[src/rtl/mult_pkg.sv]
// rtl/mult_pkg.sv - shared types and helpers for the sequential Booth multiplier
// Contents:
//   state_t : controller states IDLE / RUN / DONE
//   clog2   : bits needed to hold values 0..value-1 (sizes the step counter)
package mult_pkg;

    typedef enum logic [1:0] {
        IDLE = 2'd0,
        RUN  = 2'd1,
        DONE = 2'd2
    } state_t;

    function automatic int clog2(input int value);
        int result;
        int v;
        result = 0;
        v = value - 1;
        while (v > 0) begin
            result = result + 1;
            v = v >> 1;
        end
        return result;
    endfunction

endpackage

[src/rtl/booth_step.sv]
// rtl/booth_step.sv - one radix-2 Booth add/subtract followed by an arithmetic right shift
// Ports:
//   acc, q, q_m1              : current {A, Q, q-1} register (A and Q are WIDTH+1 bits)
//   m                         : extended multiplicand (WIDTH+1 bits)
//   acc_next, q_next, q_m1_next : register contents after this step
module booth_step #(
    parameter int WIDTH = 4
) (
    input  logic [WIDTH:0] acc,
    input  logic [WIDTH:0] q,
    input  logic           q_m1,
    input  logic [WIDTH:0] m,
    output logic [WIDTH:0] acc_next,
    output logic [WIDTH:0] q_next,
    output logic           q_m1_next
);

    logic [WIDTH:0] sum;

    always_comb begin
        sum = acc;
        case ({q[0], q_m1})
            2'b01:   sum = acc + m;
            2'b10:   sum = acc - m;
            default: sum = acc;
        endcase
        // Arithmetic shift of the concatenated {A, Q, q-1}: A's sign bit is replicated.
        acc_next  = {sum[WIDTH], sum[WIDTH:1]};
        q_next    = {sum[0], q[WIDTH:1]};
        q_m1_next = q[0];
    end

endmodule

[src/rtl/seq_multiplier.sv]
// rtl/seq_multiplier.sv - multi-cycle signed/unsigned Booth multiplier with start/busy/done handshake
// Ports:
//   clk, rst          : rising-edge clock, synchronous active-high reset
//   start             : request; a, b, signed_mode are captured when accepted (IDLE or DONE)
//   signed_mode       : 1 = two's-complement operands, 0 = unsigned
//   a, b              : multiplicand, multiplier
//   busy              : high while Booth steps are running
//   done              : one-cycle pulse when y_hi/y_lo carry a fresh product
//   y_hi, y_lo        : upper/lower halves of the 2*WIDTH-bit product, held until next completion
module seq_multiplier
    import mult_pkg::*;
#(
    parameter int WIDTH = 4
) (
    input  logic             clk,
    input  logic             rst,
    input  logic             start,
    input  logic             signed_mode,
    input  logic [WIDTH-1:0] a,
    input  logic [WIDTH-1:0] b,
    output logic             busy,
    output logic             done,
    output logic [WIDTH-1:0] y_hi,
    output logic [WIDTH-1:0] y_lo
);

    localparam int CW = clog2(WIDTH + 2);
    // WIDTH+1 steps: the extra sign bit lets one datapath serve both signed and unsigned operands.
    localparam logic [CW-1:0] STEPS = CW'(WIDTH + 1);
    localparam logic [CW-1:0] LAST  = CW'(1);

    state_t         state;
    state_t         state_next;
    logic           load;
    logic [CW-1:0]  cnt;
    logic [WIDTH:0] acc;
    logic [WIDTH:0] q;
    logic [WIDTH:0] m;
    logic           q_m1;
    logic [WIDTH:0] acc_next;
    logic [WIDTH:0] q_next;
    logic           q_m1_next;

    booth_step #(.WIDTH(WIDTH)) u_step (
        .acc       (acc),
        .q         (q),
        .q_m1      (q_m1),
        .m         (m),
        .acc_next  (acc_next),
        .q_next    (q_next),
        .q_m1_next (q_m1_next)
    );

    always_ff @(posedge clk) begin
        if (rst) begin
            state <= IDLE;
        end else begin
            state <= state_next;
        end
    end

    always_comb begin
        state_next = state;
        load       = 1'b0;
        busy       = 1'b0;
        done       = 1'b0;
        case (state)
            IDLE: begin
                if (start) begin
                    load       = 1'b1;
                    state_next = RUN;
                end
            end
            RUN: begin
                busy = 1'b1;
                if (cnt == LAST) begin
                    state_next = DONE;
                end
            end
            DONE: begin
                done = 1'b1;
                if (start) begin
                    load       = 1'b1;
                    state_next = RUN;
                end else begin
                    state_next = IDLE;
                end
            end
            default: state_next = IDLE;
        endcase
    end

    always_ff @(posedge clk) begin
        if (rst) begin
            acc  <= '0;
            q    <= '0;
            q_m1 <= 1'b0;
            m    <= '0;
            cnt  <= '0;
            y_hi <= '0;
            y_lo <= '0;
        end else if (load) begin
            acc  <= '0;
            q    <= {signed_mode & b[WIDTH-1], b};
            q_m1 <= 1'b0;
            m    <= {signed_mode & a[WIDTH-1], a};
            cnt  <= STEPS;
        end else if (state == RUN) begin
            acc  <= acc_next;
            q    <= q_next;
            q_m1 <= q_m1_next;
            cnt  <= cnt - LAST;
            if (cnt == LAST) begin
                // Low 2*WIDTH bits of the {A,Q} product after the final step.
                y_hi <= {acc_next[WIDTH-2:0], q_next[WIDTH]};
                y_lo <= q_next[WIDTH-1:0];
            end
        end
    end

endmodule

[config.mk]
export PLATFORM = sky130hd
export DESIGN_NAME = seq_multiplier
export DESIGN_NICKNAME = d
export VERILOG_FILES = /design/src/rtl/mult_pkg.sv /design/src/rtl/booth_step.sv /design/src/rtl/seq_multiplier.sv
export SDC_FILE = /design/constraint.sdc
export NUM_CORES = 1
export LEC_CHECK = 0
export ABC_AREA = 1
export CAP_MARGIN = 20
export CORE_MARGIN = 2
export CORE_UTILIZATION = 40
export CTS_BUF_LIST = sky130_fd_sc_hd__clkbuf_4 sky130_fd_sc_hd__clkbuf_8
export CTS_CLUSTER_SIZE = 40
export DETAILED_ROUTE_END_ITERATION = 12
export GPL_TIMING_DRIVEN = 0
export SYNTH_ARGS = -nofsm -noshare
export SYNTH_HDL_FRONTEND = slang
export SYNTH_HIERARCHICAL = 1
export SYNTH_SLANG_ARGS = --single-unit
[constraint.sdc]
create_clock -name clk -period 5.7 [get_ports clk]
set_clock_uncertainty 0.1 [all_clocks]
set_input_delay 0.57 -clock clk [delete_from_list [all_inputs] [get_ports clk]]
set_output_delay 0.57 -clock clk [all_outputs]
set_load 0.1 [all_outputs]
Run 1, routing congestion:
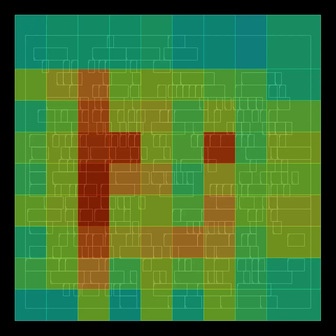
met1 usage: 22.27%
final core utilization: 51.97%
met3 Use GR: 7.432%

Run 1, sizing map:
Scale bar: 20 microns.
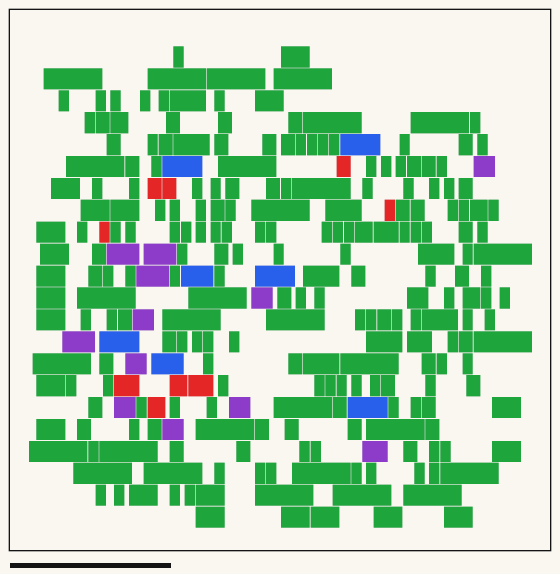
Key: drive 1 or less = green [cells 230]; drive 2 = red [cells 9]; drive 3 to 4 = purple [cells 12]; drive 6 and up = blue [cells 7]
Area Overhead vs Synth: 22.44%
Final WS setup: 2752 ps

==> Changelog: implementation, run 1 <==
### Physical design

* Part of the power in registers at 39.8%
* OpenROAD warnings at 27
* Seq. pwr at 227 uW
* HPWL after detailed placement at 2446 microns
* Outcome: finished, final reports clean
* Core Area at 3744 sq um
* Antenna cells at 0
* # Post-CTS Setup Buffers at 0
* Well tap count at 48
* Ys cells at 229
* And+or+nand+nor area frac at 28.19%
* Top cell category: combinational gates
* Type of origin of the critical path: flip-flop
* Multi-Input Combinational at 151
* CP top delay family: buffers and inverters
* Post-Place Cells at 298
* Congestion Overflow GR at 0
* WS Path Type: flip-flop to output pin
* Mean post-synth cell area at 6.939 sq um
* Skew-Pair Late Insertion Delay at 290 ps
* Comb power at 173 uW
* Min-delay src: q_m1$_SDFFE_PP0N_
* Clock transition at path regs at 70 ps
* Max layer used: met4
* Std-Cell Rows at 22
* Fraction of area in multi-input gates at 40.13%
* Largest regs: acc x5, m x5, q x5
* Crit path capture type: output pin
* PostCTS Resize Cnt at 0
* Metal3 WL at 162 microns
* Net Count, Synth at 250
* Combinational Power Share at 30.2%
* Worst Path Buf+Inv at 3
* Critical R2R Launch: m[0]$_SDFFE_PP0P_
* Switching share of power at 35.32%
* Vias in the first global route at 1310
* Register area share after synthesis at 36.54%
* Pwr top: sequential cells
Run 1, gate families picked out:
Scale bar: 20 microns.
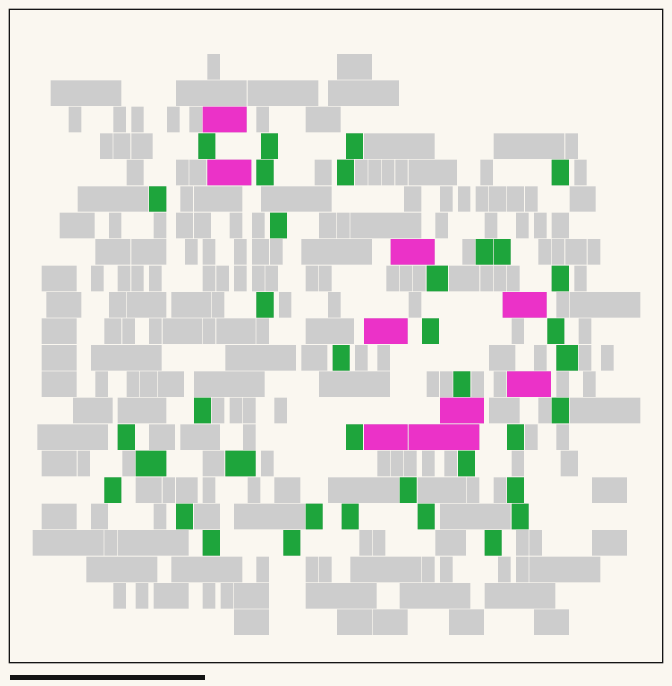
Key: inverting AOI/OAI gates = green [cells 37]; adder and majority cells = magenta [cells 9]
Commonest Layout Cell: nand2_1
fin cells: 306

Run 1, sequential cells colored by netlist name:
Scale bar: 20 microns. Other sequential cells in the stronger gray, the rest of the logic in the fainter gray.
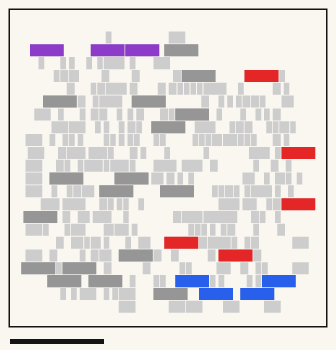

## Run 2: what changed since run 1
==> constraint.sdc (replaced) <==
create_clock -name clk -period 2.5 [get_ports clk]
set_clock_uncertainty 0.1 [all_clocks]
set_input_delay 0.25 -clock clk [delete_from_list [all_inputs] [get_ports clk]]
set_output_delay 0.25 -clock clk [all_outputs]
set_load 0.1 [all_outputs]
Run 2, sequential cells colored by netlist name:
Scale bar: 20 microns. Other sequential cells in the stronger gray, the rest of the logic in the fainter gray.
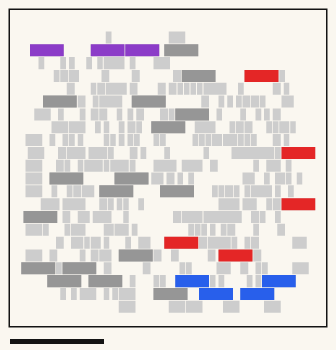
Key: `acc` = red [placed flops 5]; `y_hi` = blue [placed flops 4, where lower right]; `cnt` = purple [placed flops 3]
Another 17 sequential cells are not colored.
final core utilization: 52.44%
sequential cell area share: 29.57%
sequential cell area: 580.6 sq um

Run 2, routing congestion:
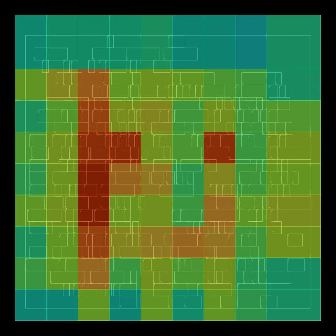
busiest metal layer after global routing: met2
GRT Total Usage: 17.78%
met2 GRT Util: 27.23%

==> Changelog: implementation, run 2 <==
### Physical design

* Switching share of power at 35.40%
* OpenROAD warnings at 27
* Final WS setup at 143.4 ps
* Met1 usage at 22.27%
* Skew-Pair Late Insertion Delay at 280 ps
* Met3 Use GR at 7.432%
* Multi-Input Combinational at 151
* Antenna cells at 0
* Largest regs: acc x5, m x5, q x5
* Seq. pwr at 518 uW
* Top cell category: combinational gates
* Mean post-synth cell area at 6.939 sq um
* Type of origin of the critical path: flip-flop
* Core Area at 3744 sq um
* Max layer used: met4
* Clock transition at path regs at 70 ps
* CP top delay family: buffers and inverters
* Ys cells at 229
* Metal3 WL at 154 microns
* Congestion Overflow GR at 0
* Combinational Power Share at 30.7%
* Comb power at 404 uW
* Outcome: finished, final reports clean
* Fin cells at 306
* Commonest Layout Cell: nand2_1
* And+or+nand+nor area frac at 28.19%
* HPWL after detailed placement at 2446 microns
* Pwr top: sequential cells
* Net Count, Synth at 250
* Area Overhead vs Synth at 23.54%
* PostCTS Resize Cnt at 1
* Worst Path Buf+Inv at 2
Run 2, gate families picked out:
Scale bar: 20 microns.
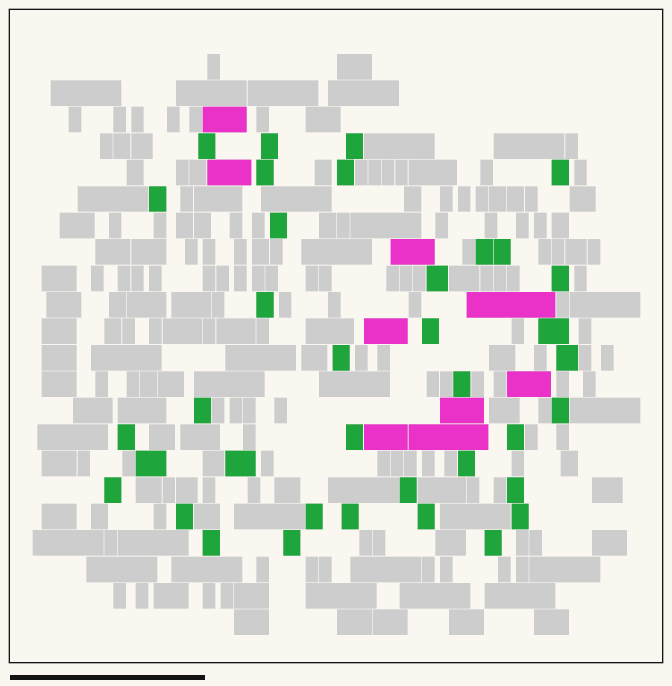
Key: adder and majority cells = magenta [cells 9]; inverting AOI/OAI gates = green [cells 37]
fraction of area in multi-input gates: 40.73%

## Run 3: what changed since run 2
--- a/config.mk
+++ b/config.mk
@@ -10,6 +10,7 @@
 export CORE_MARGIN = 2
 export CORE_UTILIZATION = 40
 export CTS_BUF_LIST = sky130_fd_sc_hd__clkbuf_4 sky130_fd_sc_hd__clkbuf_8
+export CTS_CLUSTER_DIAMETER = 60
 export CTS_CLUSTER_SIZE = 40
 export DETAILED_ROUTE_END_ITERATION = 12
 export GPL_TIMING_DRIVEN = 0
Run 3, gate families picked out:
Scale bar: 20 microns.
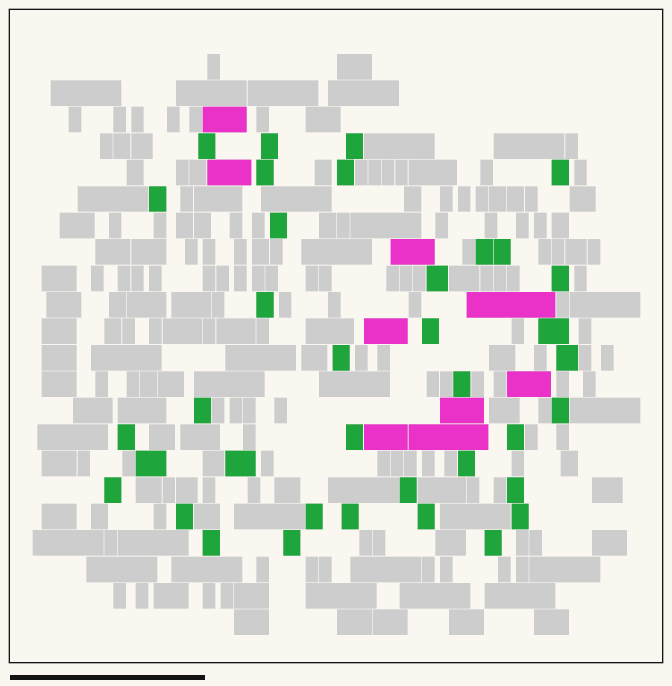
Key: inverting AOI/OAI gates = green [cells 37]; adder and majority cells = magenta [cells 9]

Run 3, sizing map:
Scale bar: 20 microns.
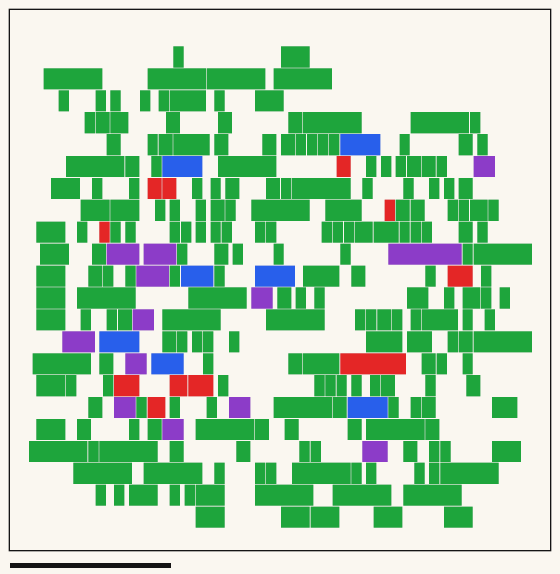
Key: drive 6 and up = blue [cells 7]; drive 1 or less = green [cells 227]; drive 2 = red [cells 11]; drive 3 to 4 = purple [cells 13]
Area Overhead vs Synth: 23.54%
Final WS setup: 143.4 ps

==> Changelog: implementation, run 3 <==
### Physical design

* Well tap count at 48
* Register area share after synthesis at 36.54%
* And+or+nand+nor area frac at 28.19%
* Ys cells at 229
* Sequential cell area share at 29.57%
* Post-Place Cells at 298
* Metal3 WL at 154 microns
* WS Path Type: flip-flop to output pin
* Skew-Pair Late Insertion Delay at 280 ps
* Combinational Power Share at 30.7%
* Antenna cells at 0
* Critical R2R Launch: m[0]$_SDFFE_PP0P_
* Max layer used: met4
* Crit path capture type: output pin
* Final core utilization at 52.44%
* Outcome: finished, final reports clean
* Crit path time final at 2357 ps
* Met2 GRT Util at 27.23%
* PostCTS Resize Cnt at 1
* Seq. pwr at 518 uW
* Met1 usage at 22.27%
* Layout clock buffers at 6
* Comb power at 404 uW
* Mean post-synth cell area at 6.939 sq um
* OpenROAD warnings at 27
* Type of origin of the critical path: flip-flop
* CP top delay family: buffers and inverters
* Largest stage delay on the critical path at 1140 ps
* GRT Total Usage at 17.78%
* Largest regs: acc x5, m x5, q x5
* Top cell category: combinational gates
* Mux area share at 0%
* Congestion Overflow GR at 0
* Worst Path Buf+Inv at 2
* HPWL after detailed placement at 2446 microns
* Met3 Use GR at 7.432%
* Min-delay src: q_m1$_SDFFE_PP0N_
* Busiest metal layer after global routing: met2
* Vias in the first global route at 1310
* Commonest Layout Cell: nand2_1
* Clk network pwr share at 29.8%
* Sequential cell area at 580.6 sq um
* Multi-Input Combinational at 151
Run 3, cell classes on the final placement:
Scale bar: 20 microns.
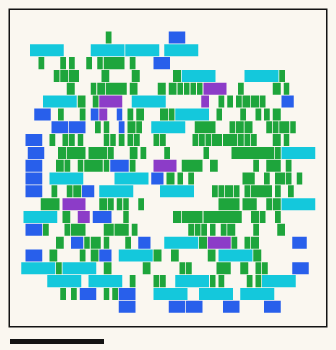
Key: other buffers and delay cells = blue [cells 32, share of their area 15%]; all other logic = green [cells 189, share of their area 50%]; flops = cyan [cells 29, share of their area 31%]; clock drivers and dummy loads = purple [cells 8, share of their area 4.5%]
Std-Cell Rows: 22
Core Area: 3744 sq um

Power is estimated from default activity; no workload was simulated.
